$ cat config.mk
export PLATFORM = sky130hd
export DESIGN_NAME = sdram_port_arbiter
export DESIGN_NICKNAME = d
export VERILOG_FILES = /design/src/rtl/sdram_port_arbiter.sv
export SDC_FILE = /design/constraint.sdc
export NUM_CORES = 1
export LEC_CHECK = 0
export ABC_CLOCK_PERIOD_IN_PS = 2900
export CORE_ASPECT_RATIO = 0.5
export CORE_MARGIN = 2
export CORE_UTILIZATION = 39
export DETAILED_ROUTE_END_ITERATION = 10
export PLACE_DENSITY = 0.75
export SKIP_CTS_REPAIR_TIMING = 1
export SYNTH_ARGS = -nofsm -noshare
export SYNTH_HDL_FRONTEND = slang
export SYNTH_SLANG_ARGS = --single-unit
$ cat constraint.sdc
create_clock -name clk_sdram -period 2.9 [get_ports clk_sdram]
set_input_delay 0.58 -clock clk_sdram [delete_from_list [all_inputs] [get_ports clk_sdram]]
set_output_delay 0.58 -clock clk_sdram [all_outputs]
set_load 0.02 [all_outputs]
$ cat src/rtl/sdram_port_arbiter.sv
// Two-way SDRAM port arbiter: video bursts (fixed priority) vs CPU single words; SDRAM_ARB_STATS_EN adds usage counters.
// Latency: IDLE request -> mem_req next cycle; requesters hold req until ack, controller stalls the issue via mem_gnt.
module sdram_port_arbiter #(
    parameter int ADDR_W       = 22,
    parameter int DATA_W       = 32,
    parameter int BURST_LEN    = 8,
    parameter int CPU_MAX_WAIT = 16
) (
    input  logic                clk_sdram,
    input  logic                rst_n,
    input  logic                vid_req,
    input  logic [ADDR_W-1:0]   vid_addr,
    output logic                vid_ack,
    output logic                vid_rvalid,
    output logic [DATA_W-1:0]   vid_rdata,
    output logic                vid_done,
    input  logic                cpu_req,
    input  logic                cpu_we,
    input  logic [ADDR_W-1:0]   cpu_addr,
    input  logic [DATA_W-1:0]   cpu_wdata,
    input  logic [DATA_W/8-1:0] cpu_be,
    output logic                cpu_ack,
    output logic [DATA_W-1:0]   cpu_rdata,
    output logic                mem_req,
    output logic                mem_we,
    output logic                mem_burst,
    output logic [ADDR_W-1:0]   mem_addr,
    output logic [DATA_W-1:0]   mem_wdata,
    output logic [DATA_W/8-1:0] mem_be,
    input  logic                mem_gnt,
    input  logic                mem_rvalid,
    input  logic [DATA_W-1:0]   mem_rdata,
    input  logic                mem_wdone
`ifdef SDRAM_ARB_STATS_EN
    ,
    output logic [15:0]         stat_vid_bursts,
    output logic [15:0]         stat_cpu_forced
`endif
);
    localparam int              BEAT_W    = $clog2(BURST_LEN) + 1;
    localparam logic [BEAT_W-1:0] LAST_BEAT = BEAT_W'(BURST_LEN - 1);
    localparam logic [7:0]      MAX_WAIT  = 8'(CPU_MAX_WAIT);

    typedef enum logic [2:0] {IDLE, ISSUE, CPU_WAIT, VID_STREAM, DONE} state_t;

    state_t              state;
    logic                owner_vid;
    logic [7:0]          wait_cnt;
    logic [BEAT_W-1:0]   beat_cnt;
    logic                vid_wins;
    logic                cpu_wins;
    logic                cpu_owns;

    always_comb begin
        vid_wins = vid_req && (!cpu_req || (wait_cnt < MAX_WAIT));
        cpu_wins = !vid_wins && cpu_req;
        cpu_owns = !owner_vid && ((state == ISSUE) || (state == CPU_WAIT));
    end

    always_ff @(posedge clk_sdram or negedge rst_n) begin
        if (!rst_n) begin
            state      <= IDLE;
            owner_vid  <= 1'b0;
            wait_cnt   <= '0;
            beat_cnt   <= '0;
            vid_ack    <= 1'b0;
            vid_rvalid <= 1'b0;
            vid_rdata  <= '0;
            vid_done   <= 1'b0;
            cpu_ack    <= 1'b0;
            cpu_rdata  <= '0;
            mem_req    <= 1'b0;
            mem_we     <= 1'b0;
            mem_burst  <= 1'b0;
            mem_addr   <= '0;
            mem_wdata  <= '0;
            mem_be     <= '0;
`ifdef SDRAM_ARB_STATS_EN
            stat_vid_bursts <= '0;
            stat_cpu_forced <= '0;
`endif
        end else begin
            vid_ack    <= 1'b0;
            vid_rvalid <= 1'b0;
            vid_done   <= 1'b0;
            cpu_ack    <= 1'b0;

            // CPU starvation accounting; a CPU win below overrides this with a clear
            if (cpu_req && !cpu_owns && (wait_cnt < MAX_WAIT))
                wait_cnt <= wait_cnt + 8'd1;

            case (state)
                IDLE: begin
                    if (vid_wins) begin
                        owner_vid <= 1'b1;
                        mem_req   <= 1'b1;
                        mem_we    <= 1'b0;
                        mem_burst <= 1'b1;
                        mem_addr  <= vid_addr;
                        mem_wdata <= '0;
                        mem_be    <= '1;
                        state     <= ISSUE;
                    end else if (cpu_wins) begin
                        owner_vid <= 1'b0;
                        mem_req   <= 1'b1;
                        mem_we    <= cpu_we;
                        mem_burst <= 1'b0;
                        mem_addr  <= cpu_addr;
                        mem_wdata <= cpu_wdata;
                        mem_be    <= cpu_be;
                        wait_cnt  <= '0;
                        state     <= ISSUE;
`ifdef SDRAM_ARB_STATS_EN
                        if (vid_req && (stat_cpu_forced != 16'hFFFF))
                            stat_cpu_forced <= stat_cpu_forced + 16'd1;
`endif
                    end
                end
                ISSUE: begin
                    if (mem_gnt) begin
                        mem_req <= 1'b0;
                        if (owner_vid) begin
                            vid_ack  <= 1'b1;
                            beat_cnt <= '0;
                            state    <= VID_STREAM;
                        end else begin
                            state    <= CPU_WAIT;
                        end
                    end
                end
                CPU_WAIT: begin
                    if (!mem_we && mem_rvalid) begin
                        cpu_rdata <= mem_rdata;
                        cpu_ack   <= 1'b1;
                        state     <= DONE;
                    end else if (mem_we && mem_wdone) begin
                        cpu_ack   <= 1'b1;
                        state     <= DONE;
                    end
                end
                VID_STREAM: begin
                    if (mem_rvalid) begin
                        vid_rvalid <= 1'b1;
                        vid_rdata  <= mem_rdata;
                        beat_cnt   <= beat_cnt + BEAT_W'(1);
                        if (beat_cnt == LAST_BEAT) begin
                            vid_done <= 1'b1;
                            state    <= DONE;
`ifdef SDRAM_ARB_STATS_EN
                            if (stat_vid_bursts != 16'hFFFF)
                                stat_vid_bursts <= stat_vid_bursts + 16'd1;
`endif
                        end
                    end
                end
                DONE:    state <= IDLE;
                default: state <= IDLE;
            endcase
        end
    end

endmodule

Run 1, I/O nets highlighted:
Scale bar: 50 microns.
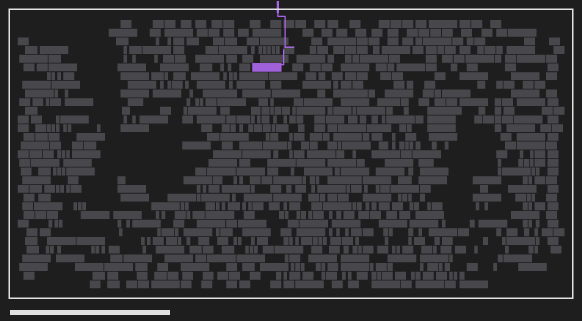
port	colour	direction	end cells	buffers	wire
vid_done	purple	output	1	1	22.2 microns
IO Pins: 249
Port Buffers: 248

Run 1, register map, names as in the netlist:
Other sequential cells in the stronger grey, the rest of the logic in the fainter grey.
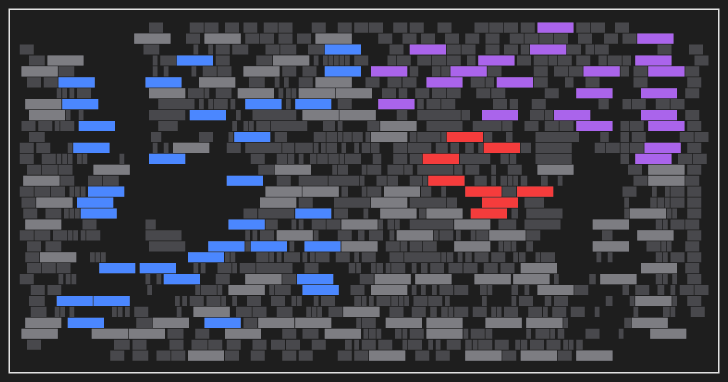
name in the netlist	colour	placed flops
wait_cnt	red	8
vid_rdata	blue	32
mem_addr	purple	22
not coloured	82

==> deck_impl_summary.md, run 1 <==
Flow Results at a Glance

STA
  – Maximum clock rate: 468 MHz
  – Worst-Margin Slew: 0.845 ns
  – Setup violators final: 0
  – Setup TNS: 0 ns
  – Final period utilization: 0.736
  – Final Max Tran Viols: 0
  – Hold slack: 0.246 ns
  – Final Worst Setup Slack: 0.765 ns
  – RSZ-0062 raised after global routing: no

Synthesis
  – Logic family by area: simple AND/OR/NAND/NOR gates
  – Post-synth area hogs: dfrtp_1, nand2_1, mux2_2
  – Largest area contributor in the netlist: dfrtp_1
  – Yosys xor share: 0.00606
  – Post-Syn Area per Cell: 10.9 sq um
  – Chip area in the Yosys report: 5780 sq um
  – Simple share: 0.174
  – Synthesized area: 5780 sq um
  – Adders+Majority by Area: 0.00433
  – Syn Nets: 651
  – Ys cells: 529
  – Ys Warns: 0
  – Synth unique cells: 42

Floorplanning
  – Die Size: 15900 sq um
  – Chip height: 90.1 microns
  – Pre-Place Util: 0.399
  – Tap cells: 198

Finish
  – Non-clock buffer share: 0.284
  – Seq cells: 144
  – Inverters: 6
  – Clock buf count: 19
  – Flop share of the area: 0.395
  – Post-route insts no fill: 986
  – Ant. Diodes: 0
  – Finished Cell Area: 9120 sq um
  – Top cells excl fill/tap: clkdlybuf4s50_1, nand2_1, dfrtp_1
  – Multi-input comb cells: 348
  – Layout cells sized above 1: 0.103
  – Count of plain and timing-repair buffers: 259
  – Largest class: registers
  – Core Util, Final: 0.630
  – Nets: 898
  – Fill count: 1188

Worst setup path
  – Reg2reg start: state[1]
  – Slowest cell on the critical path: clkdlybuf4s50_1
  – RR Endpoint: mem_addr[21]
  – Crit path cell chain: clkdlybuf4s50_1, o21ai_4, nor2_2, buf_12, a221o_1
  – Crit. Startpoint: cpu_req
  – Worst EP arrival: 2.42 ns
  – R2R depth: 5
  – CP Class: in -> reg

Clock tree
  – CTS sink cnt: 144
  – Clk latency late pin: 0.41 ns
  – Cts bufs inserted: 17
  – Root Buffer: clkbuf_16
  – CTS tree: built
  – CTS H-tree lvls: 4
  – Clk buf depth: 2

Detailed routing
  – Wirelength, routed: 15.5 mm
  – Vias per cell: 4.82
  – Wire per inst: 15.8 microns
  – Drt initial violations: 284

Flow run
  – Tool warnings: 26

Power and ir drop
  – Switching part of the total power: 0.359
  – PwrDens: 1140 nW/um^2
  – Tot Pwr: 10400 uW
  – P_leak: 0.00402 uW
  – Clk pwr share: 0.226
  – Combinational share of power: 0.446

Global route
  – Largest net degree at the start of global routing: 85
  – Vias in the first global route: 4895
  – Remaining Overflow, GRT: 0
  – Met3 Resource Use GR: 0.0453
  – GRT Total Usage: 0.200
  – Met1 global-route usage: 0.248
  – Met2 track demand over resource: 0.349

Placed design
  – Dpl ws: 0.364 ns
  – Cells after DPL: 955
  – DP Area: 8480 sq um

Min path
  – HP Class: in -> async

Status
  – Status: complete, no violations
Run 1, M1 wires:
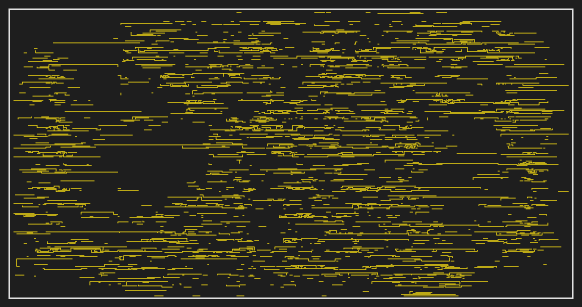
longest straight run	47.8 microns
share of all routed wire	43%
main direction	horizontal

Run 1, clock distribution:
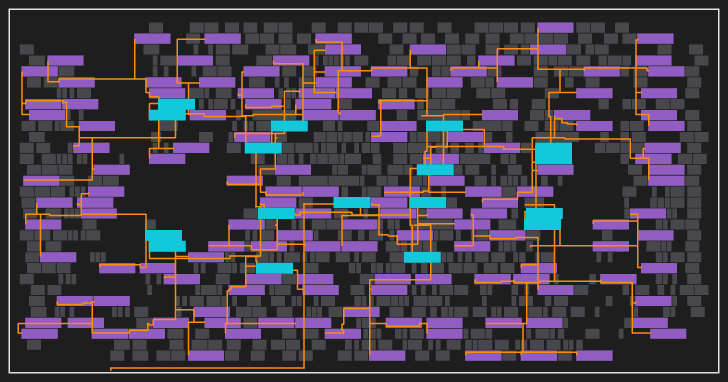
[clock wires] orange | length: 1810 microns
[flip-flops] purple | count: 144
[clock-net drivers] cyan | count: 17
routed clock nets	18

[run 1: cell usage after synthesis]
cell       instances
nor4_2             1
nor2_1            11
or3_1              2
nand2_1          174
nor2_2             1
o221a_1            1
or2_1              1
o21ai_2            1
mux2_2            30
nand3_1            4
clkbuf_1          16
dfrtp_1          144
xor2_1             1
nor2_4             1
a211oi_1           2
o21ai_0            9
inv_2              1
nand2b_1           1
buf_6              3
o22a_1             1
a221o_1           22
xnor2_1            3
o21ai_1           30
inv_1              5
a22o_1             1
nor4_4             1
o311ai_2           1
a21o_1             3
mux2i_1            3
a311o_1            1
a2111oi_0          1
nand3b_1           2
nor2b_1            4
ha_1               2
nor3b_1            1
buf_2             12
and2_1            23
o21a_2             1
a21oi_1            2
nor3_1             3
mux2_1             2
nor4_1             1
[run 1: worst max path at each step]
| stage | to |
|---|---|
| global placement | mem_addr[9] |
| detailed placement | mem_addr[21] |
| global route | mem_addr[17] |
| CTS | mem_we |
| finish | mem_addr[21] |
| floorplan | mem_addr[19] |
[run 1: power by group through the flow]
stage               logic (uW)  clock network, uW  registers (uW)
floorplan                 1550                  0            4290
global placement          4590                  0            3380
detailed placement        4660                  0            3410
CTS                       4680               2390            3400
global route              4970               2490            3500
finish                    4620               2340            3390
[run 1: worst max-delay path: cells and delay by family]
| family | cells | cell delay, ns |
|---|---|---|
| and+or+nand+nor | 1 | 0.20 |
| buffers and inverters | 2 | 0.75 |
| AOI/OAI and AO/OA | 2 | 0.88 |
[run 1: routing by layer]
layer  vias up  share of wire
li1       2261              -
met1      2342           0.43
met2       125           0.51
met3        20          0.046
met4         0          0.016
met5         -              0
[run 1: sequential cells by signal (all words and copies together), names as in the netlist, 3 cells and up]
signal	flops
mem_wdata	32
wait_cnt	8
state	3
cpu_rdata	32
mem_addr	22
vid_rdata	32
mem_be	4
beat_cnt	4
Run 1, routing congestion:
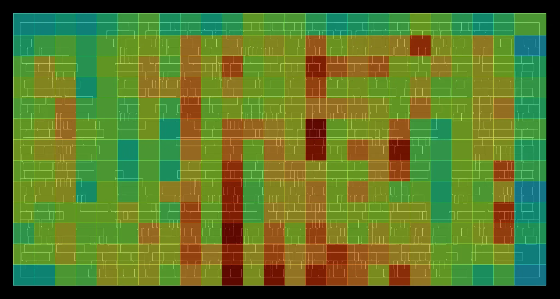

==> run 1 -> run 2 <==
--- a/config.mk
+++ b/config.mk
@@ -5,12 +5,12 @@
 export SDC_FILE = /design/constraint.sdc
 export NUM_CORES = 1
 export LEC_CHECK = 0
-export ABC_CLOCK_PERIOD_IN_PS = 2900
+export ABC_CLOCK_PERIOD_IN_PS = 1710
 export CORE_ASPECT_RATIO = 0.5
 export CORE_MARGIN = 2
-export CORE_UTILIZATION = 39
+export CORE_UTILIZATION = 38
 export DETAILED_ROUTE_END_ITERATION = 10
-export PLACE_DENSITY = 0.75
+export PLACE_DENSITY = 0.76
 export SKIP_CTS_REPAIR_TIMING = 1
 export SYNTH_ARGS = -nofsm -noshare
 export SYNTH_HDL_FRONTEND = slang
==> constraint.sdc (replaced) <==
create_clock -name clk_sdram -period 1.71 [get_ports clk_sdram]
set_input_delay 0.342 -clock clk_sdram [delete_from_list [all_inputs] [get_ports clk_sdram]]
set_output_delay 0.342 -clock clk_sdram [all_outputs]
set_load 0.02 [all_outputs]
Run 2, routing congestion:
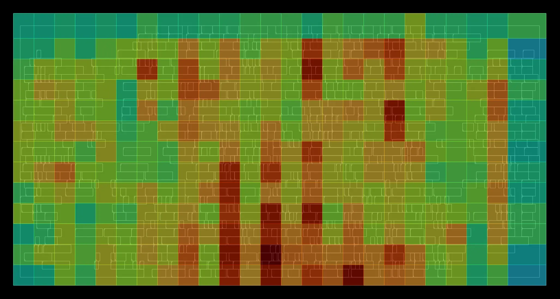
met3 Resource Use GR: 0.0444
Most Crowded Layer GR: met2

==> run 2 against run 1 <==
Against the previous run:
- global-route usage increased by 0.49 points
- critical endpoint is now vid_rvalid
- area after synthesis unchanged
- flip-flop count unchanged
- largest power group unchanged
- non-clock buffer count increased by 31
- clock-buffer cell count unchanged
- synthesized cell count unchanged
==> deck_impl_summary.md, run 2 <==
Flow Results at a Glance

Synthesis
  – Largest area contributor in the netlist: dfrtp_1
  – Number of enable flip-flop cells: 0
  – Synthesized area: 5780 sq um
  – Share of the synthesized area in the top cell type: 0.624
  – Synth cell count leaders: nand2_1, dfrtp_1, mux2_2, o21ai_1, and2_1
  – Ys cells: 529
  – Syn Inst Count: 529
  – Ys Warns: 0
  – Synth Register Bits: 144
  – Chip area in the Yosys report: 5780 sq um
  – Synth unique cells: 42
  – Post-Syn Area per Cell: 10.9 sq um
  – Synth Flop Type: dfrtp_1
  – Most numerous cell in the Yosys netlist: nand2_1
  – Syn Nets: 651
  – Post-synth ARST share: 1.00
  – Post-synth area hogs: dfrtp_1, nand2_1, mux2_2

Detailed routing
  – Vias per cell: 4.83
  – Drt initial violations: 246
  – Max layer used: met4
  – Wirelength, routed: 17.1 mm
  – DR pass1 iterations: 4
  – WL met1: 7.17 mm
  – DR WL met3: 848 microns
  – Met2 routed WL: 8.73 mm
  – ANT nets after route: 0
  – Wire per inst: 16.8 microns

Worst setup path
  – Worst path max stage delay: 0.60 ns
  – Crit path required time: 1.37 ns
  – CP max FO: 1
  – Crit path max-delay family: buffers and inverters
  – Flop2flop setup slack: 0.04 ns
  – Crit path cell chain: clkdlybuf4s50_1
  – Worst EP arrival: 1.33 ns
  – Buf/Inv on CP: 1
  – Worst Setup Start Kind: flop
  – Slowest cell on the critical path: clkdlybuf4s50_1
  – CP Class: reg -> out
  – Crit path capture type: output port

Finish
  – Ant. Diodes: 0
  – Biggest regs: cpu_rdata: 32 flops, mem_wdata: 32 flops, vid_rdata: 32 flops
  – Nets: 929
  – Core Util, Final: 0.669
  – Dominant logic cell type in the layout: nand2_1
  – Top cells excl fill/tap: nand2_1, dfrtp_1, dlymetal6s2s_1
  – Synth-to-layout area growth: 69.9%
  – Layout cells sized above 1: 0.139

Global route
  – First-pass GRT wire length: 26.2 mm
  – GRT Total Usage: 0.205
  – Remaining Overflow, GRT: 0
  – Vias in the first global route: 5176
  – Initial antenna violation count: 0
  – Largest net degree at the start of global routing: 47

STA
  – Setup TNS: 0 ns
  – Final Worst Setup Slack: 0.0425 ns
  – Final min period: 1.67 ns
  – Final period utilization: 0.975
  – Worst-Margin Slew: 0.462 ns
  – Hold Vio Cnt, Final: 0
  – Final Max Tran Viols: 0
  – Layout Skew: 0.0101 ns
  – RSZ-0062 raised after global routing: yes
  – Maximum clock rate: 600 MHz
  – Setup violators final: 0

Placed design
  – Port Buffers: 248
  – Detailed placement HPWL: 11.6 mm
  – Gpl congestion: 0.806
  – Dpl ws: -0.241 ns

Floorplanning
  – Row count: 31
  – Chip height: 91.2 microns
  – Pre-Place Util: 0.394
  – Die Size: 16300 sq um
  – IO Pins: 249
  – Die width: 178 microns

Clock tree
  – CTS H-tree lvls: 4
  – Clock-pin slew of the registers on the worst-case setup and hold paths: 0.06 ns
  – CTS sink cnt: 144
  – CTS tree: built
  – Cts bufs inserted: 17
  – Clk buf depth: 2
  – Root Buffer: clkbuf_16
  – Clk latency late pin: 0.41 ns

Status
  – Status: complete, no violations

Power and ir drop
  – P_leak: 0.00583 uW
  – Tot Pwr: 17900 uW
  – PwrDens: 1820 nW/um^2

Flow run
  – Max-Cap Viols: 0
  – Tool warnings: 28

Min path
  – HP Class: in -> async
## run 2: cells by family (layout without fill, tap and decap cells)
group / after synthesis / in the layout / share of synthesized area
simple gates: 231 / 231 / 0.174
flops: 144 / 144 / 0.624
compound gates: 76 / 76 / 0.0942
buf+inv: 37 / 328 / 0.0305
mux: 35 / 35 / 0.0676
xor+xnor: 4 / 4 / 0.00606
fa+ha+maj: 2 / 2 / 0.00433
## run 2: where the power goes
group          leakage (uW)  total (uW)  switching [uW]  internal [uW]
registers           0.00182        5670             802           4870
clock network      0.000300        3940            1460           2490
logic               0.00371        8250            4250           4000
total               0.00583       17900            6510          11400
## run 2: per-stage QoR
stage	hold WS, ns	area (sq um)	std cells
floorplan	0.0464	5780	529
global placement	0.313	8710	975
detailed placement	0.313	8710	975
CTS	-0.124	9340	1007
global route	0.473	9820	1018
finish	0.444	9820	1018
## run 2: worst paths after layout
path | to | start | cells after the start
max | vid_rvalid | vid_rvalid | 1
min reg2reg | mem_be[1] | mem_be[1] | 2
max reg2reg | mem_addr[12] | wait_cnt[5] | 5
min | cpu_rdata[8] | rst_n | 2
min in group clk_sdram | mem_be[1] | mem_be[1] | 2
max in group asynchronous | mem_wdata[24] | rst_n | 3
## run 2: area by class of cell
cell class | count | area (sq um)
Clock inverter | 13 | 184
Inverter | 6 | 22.5
Sequential cell | 144 | 3600
Fill cell | 1097 | 4850
Timing Repair Buffer | 290 | 3290
Tap cell | 198 | 248
Clock buffer | 19 | 443
Multi-Input combinational cell | 348 | 2030
## run 2: metal layers
layer / global-route usage / vias up
met5: 0 / -
li1: - / 2331
met4: 0.0732 / 0
met3: 0.0444 / 27
met2: 0.353 / 138
met1: 0.254 / 2424
==> run 2 -> run 3 <==
--- a/config.mk
+++ b/config.mk
@@ -10,6 +10,7 @@
 export CORE_MARGIN = 2
 export CORE_UTILIZATION = 38
 export DETAILED_ROUTE_END_ITERATION = 10
+export GPL_ROUTABILITY_DRIVEN = 0
 export PLACE_DENSITY = 0.76
 export SKIP_CTS_REPAIR_TIMING = 1
 export SYNTH_ARGS = -nofsm -noshare
Run 3, register map, names as in the netlist:
Other sequential cells in the stronger grey, the rest of the logic in the fainter grey.
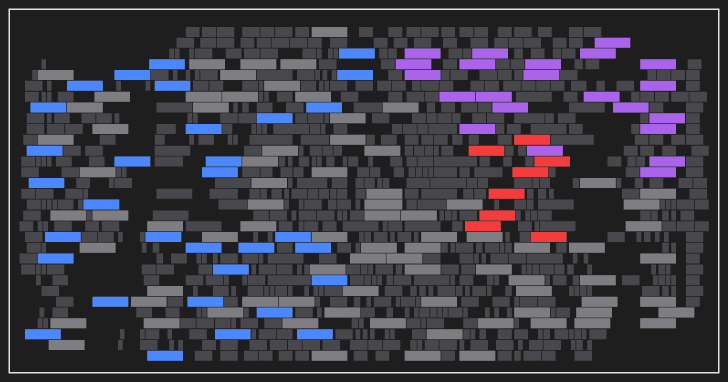
name in the netlist	colour	placed flops
vid_rdata	blue	32
mem_addr	purple	22
wait_cnt	red	8
not coloured	82

==> run 3 against run 2 <==
Against the previous run:
- global-route usage did not move
- sequential power barely moved
- power did not move
- clock skew did not move
- combinational power barely moved
- synthesized cell count did not move
- clock-buffer cell count did not move
- setup slack did not move
- flip-flop count did not move
- area after synthesis did not move
- register-to-register slack barely moved
- critical endpoint unchanged
- highest routed layer unchanged
==> deck_impl_summary.md, run 3 <==
Flow Results at a Glance

Status
  – Status: complete, no violations

STA
  – Normalized max-slew margin: 0.692
  – Final min period: 1.67 ns
  – Final period utilization: 0.975
  – Layout Skew: 0.0101 ns
  – Maximum clock rate: 600 MHz
  – Hold Vio Cnt, Final: 0
  – Worst-Margin Slew: 0.462 ns
  – RSZ-0062 raised after global routing: yes
  – Setup violators final: 0
  – Final Max Tran Viols: 0

Floorplanning
  – Die width: 178 microns
  – Chip height: 91.2 microns
  – Die Size: 16300 sq um
  – IO Pins: 249
  – Row count: 31
  – Pre-Place Util: 0.394
  – Core area: 14700 sq um

Synthesis
  – Synth Register Bits: 144
  – Adders+Majority by Area: 0.00433
  – Post-Syn Area per Cell: 10.9 sq um
  – Post-synth area hogs: dfrtp_1, nand2_1, mux2_2
  – Number of enable flip-flop cells: 0
  – Synth unique cells: 42
  – Largest area contributor in the netlist: dfrtp_1
  – Share of the synthesized area in the top cell type: 0.624
  – Yosys xor share: 0.00606
  – Aoi share: 0.0942
  – Chip area in the Yosys report: 5780 sq um
  – Logic family by area: simple AND/OR/NAND/NOR gates
  – Most numerous cell in the Yosys netlist: nand2_1
  – Ys Warns: 0
  – Post-synth ARST share: 1.00
  – Synth Flop Type: dfrtp_1
  – Simple share: 0.174
  – Syn Inst Count: 529
  – Ys cells: 529
  – Sequential area share after synthesis: 0.624
  – Syn Nets: 651
  – Mux share: 0.0676
  – Synthesized area: 5780 sq um
  – Synth cell count leaders: nand2_1, dfrtp_1, mux2_2, o21ai_1, and2_1

Clock tree
  – Clock-pin slew of the registers on the worst-case setup and hold paths: 0.06 ns
  – Cts bufs inserted: 17
  – CTS H-tree lvls: 4
  – Root Buffer: clkbuf_16
  – CTS tree: built
  – CTS sink cnt: 144
  – Clk latency late pin: 0.41 ns
  – Clk buf depth: 2

Global route
  – Met1 global-route usage: 0.254
  – Initial antenna violation count: 0
  – Most Crowded Layer GR: met2
  – Remaining Overflow, GRT: 0
  – Vias in the first global route: 5176
  – GRT Total Usage: 0.205
  – Largest net degree at the start of global routing: 47
  – First-pass GRT wire length: 26.2 mm
  – Met3 Resource Use GR: 0.0444
  – Met2 track demand over resource: 0.353

Flow run
  – Tool warnings: 28
  – Max-Cap Viols: 0

Finish
  – Nets: 929
  – Fill count: 1097
  – Sequential cell area: 3600 sq um
  – Biggest regs: cpu_rdata: 32 flops, mem_wdata: 32 flops, vid_rdata: 32 flops
  – Layout cells sized above 1: 0.139
  – Finished Cell Area: 9820 sq um
  – Ant. Diodes: 0
  – Synth-to-layout area growth: 69.9%
  – Gate Area: 2030 sq um
  – Top cells excl fill/tap: nand2_1, dfrtp_1, dlymetal6s2s_1
  – Dominant logic cell type in the layout: nand2_1

Detailed routing
  – Wire per inst: 16.8 microns
  – WL met1: 7.17 mm
  – DR pass1 iterations: 4
  – Vias per cell: 4.83
  – DRC Markers: 0
  – Max layer used: met4
  – Routed vias: 4920
  – Drt initial violations: 246
  – Met2 routed WL: 8.73 mm
  – Wirelength, routed: 17.1 mm
  – ANT nets after route: 0
  – DR WL met3: 848 microns

Power and ir drop
  – Tot Pwr: 17900 uW
  – PwrDens: 1820 nW/um^2
  – Peak supply drop: 0.000850 V
  – P_leak: 0.00583 uW

Worst setup path
  – Worst Setup Start Kind: flop
  – CP max FO: 1
  – Crit path max-delay family: buffers and inverters
  – Crit path required time: 1.37 ns
  – Crit path capture type: output port
  – Worst path max stage delay: 0.60 ns
  – Buf/Inv on CP: 1
  – Slowest cell on the critical path: clkdlybuf4s50_1
  – Crit path cell chain: clkdlybuf4s50_1
  – CP Class: reg -> out
  – Worst EP arrival: 1.33 ns

Placed design
  – DP Area: 8710 sq um
  – Detailed placement HPWL: 11.6 mm
  – Port Buffers: 248

Min path
  – HP Class: in -> async
-- run 3: logic make-up (layout without fill, tap and decap cells) --
kind of cell             Yosys count  in the layout
AND/OR/NAND/NOR                  231            231
multiplexers                      35             35
flip-flops                       144            144
XOR/XNOR                           4              4
buffers and inverters             37            328
AND-OR/OR-AND                     76             76
adder cells (fa/ha/maj)            2              2
-- run 3: final timing paths --
path	to	slack [ns]	start	depth (start not counted)
max	vid_rvalid	0.04	vid_rvalid	1
min	cpu_rdata[8]	0.44	rst_n	2
max reg2reg	mem_addr[12]	0.04	wait_cnt[5]	5
min reg2reg	mem_be[1]	0.46	mem_be[1]	2
max in group asynchronous	mem_wdata[24]	0.66	rst_n	3
min in group clk_sdram	mem_be[1]	0.46	mem_be[1]	2
-- run 3: layout make-up --
| class | count | share of cell area |
|---|---|---|
| clock buffer | 19 | 0.0451 |
| clock inverter | 13 | 0.0187 |
| inverter | 6 | 0.00229 |
| multi-input combinational | 348 | 0.207 |
| sequential | 144 | 0.367 |
| tap | 198 | 0.0252 |
| timing repair buffer | 290 | 0.335 |
-- run 3: metrics by stage --
step                utilization  std cells  setup WS (ns)  setup TNS [ns]  hold WS [ns]
floorplan                     -        529       -0.00842         -0.0253        0.0464
finish                    0.669       1018         0.0425               0         0.444
global placement          0.594        975         -0.219          -10.34         0.313
CTS                       0.637       1007         -0.199           -2.42        -0.124
detailed placement        0.594        975         -0.241          -11.55         0.313
global route              0.669       1018        -0.0401         -0.0962         0.473
-- run 3: where the power goes --
part           switching (uW)  total (uW)  leakage (uW)  internal (uW)
sequential                802        5670       0.00182           4870
combinational            4250        8250       0.00371           4000
clock                    1460        3940      0.000300           2490
Power and IR drop assume default switching activity.
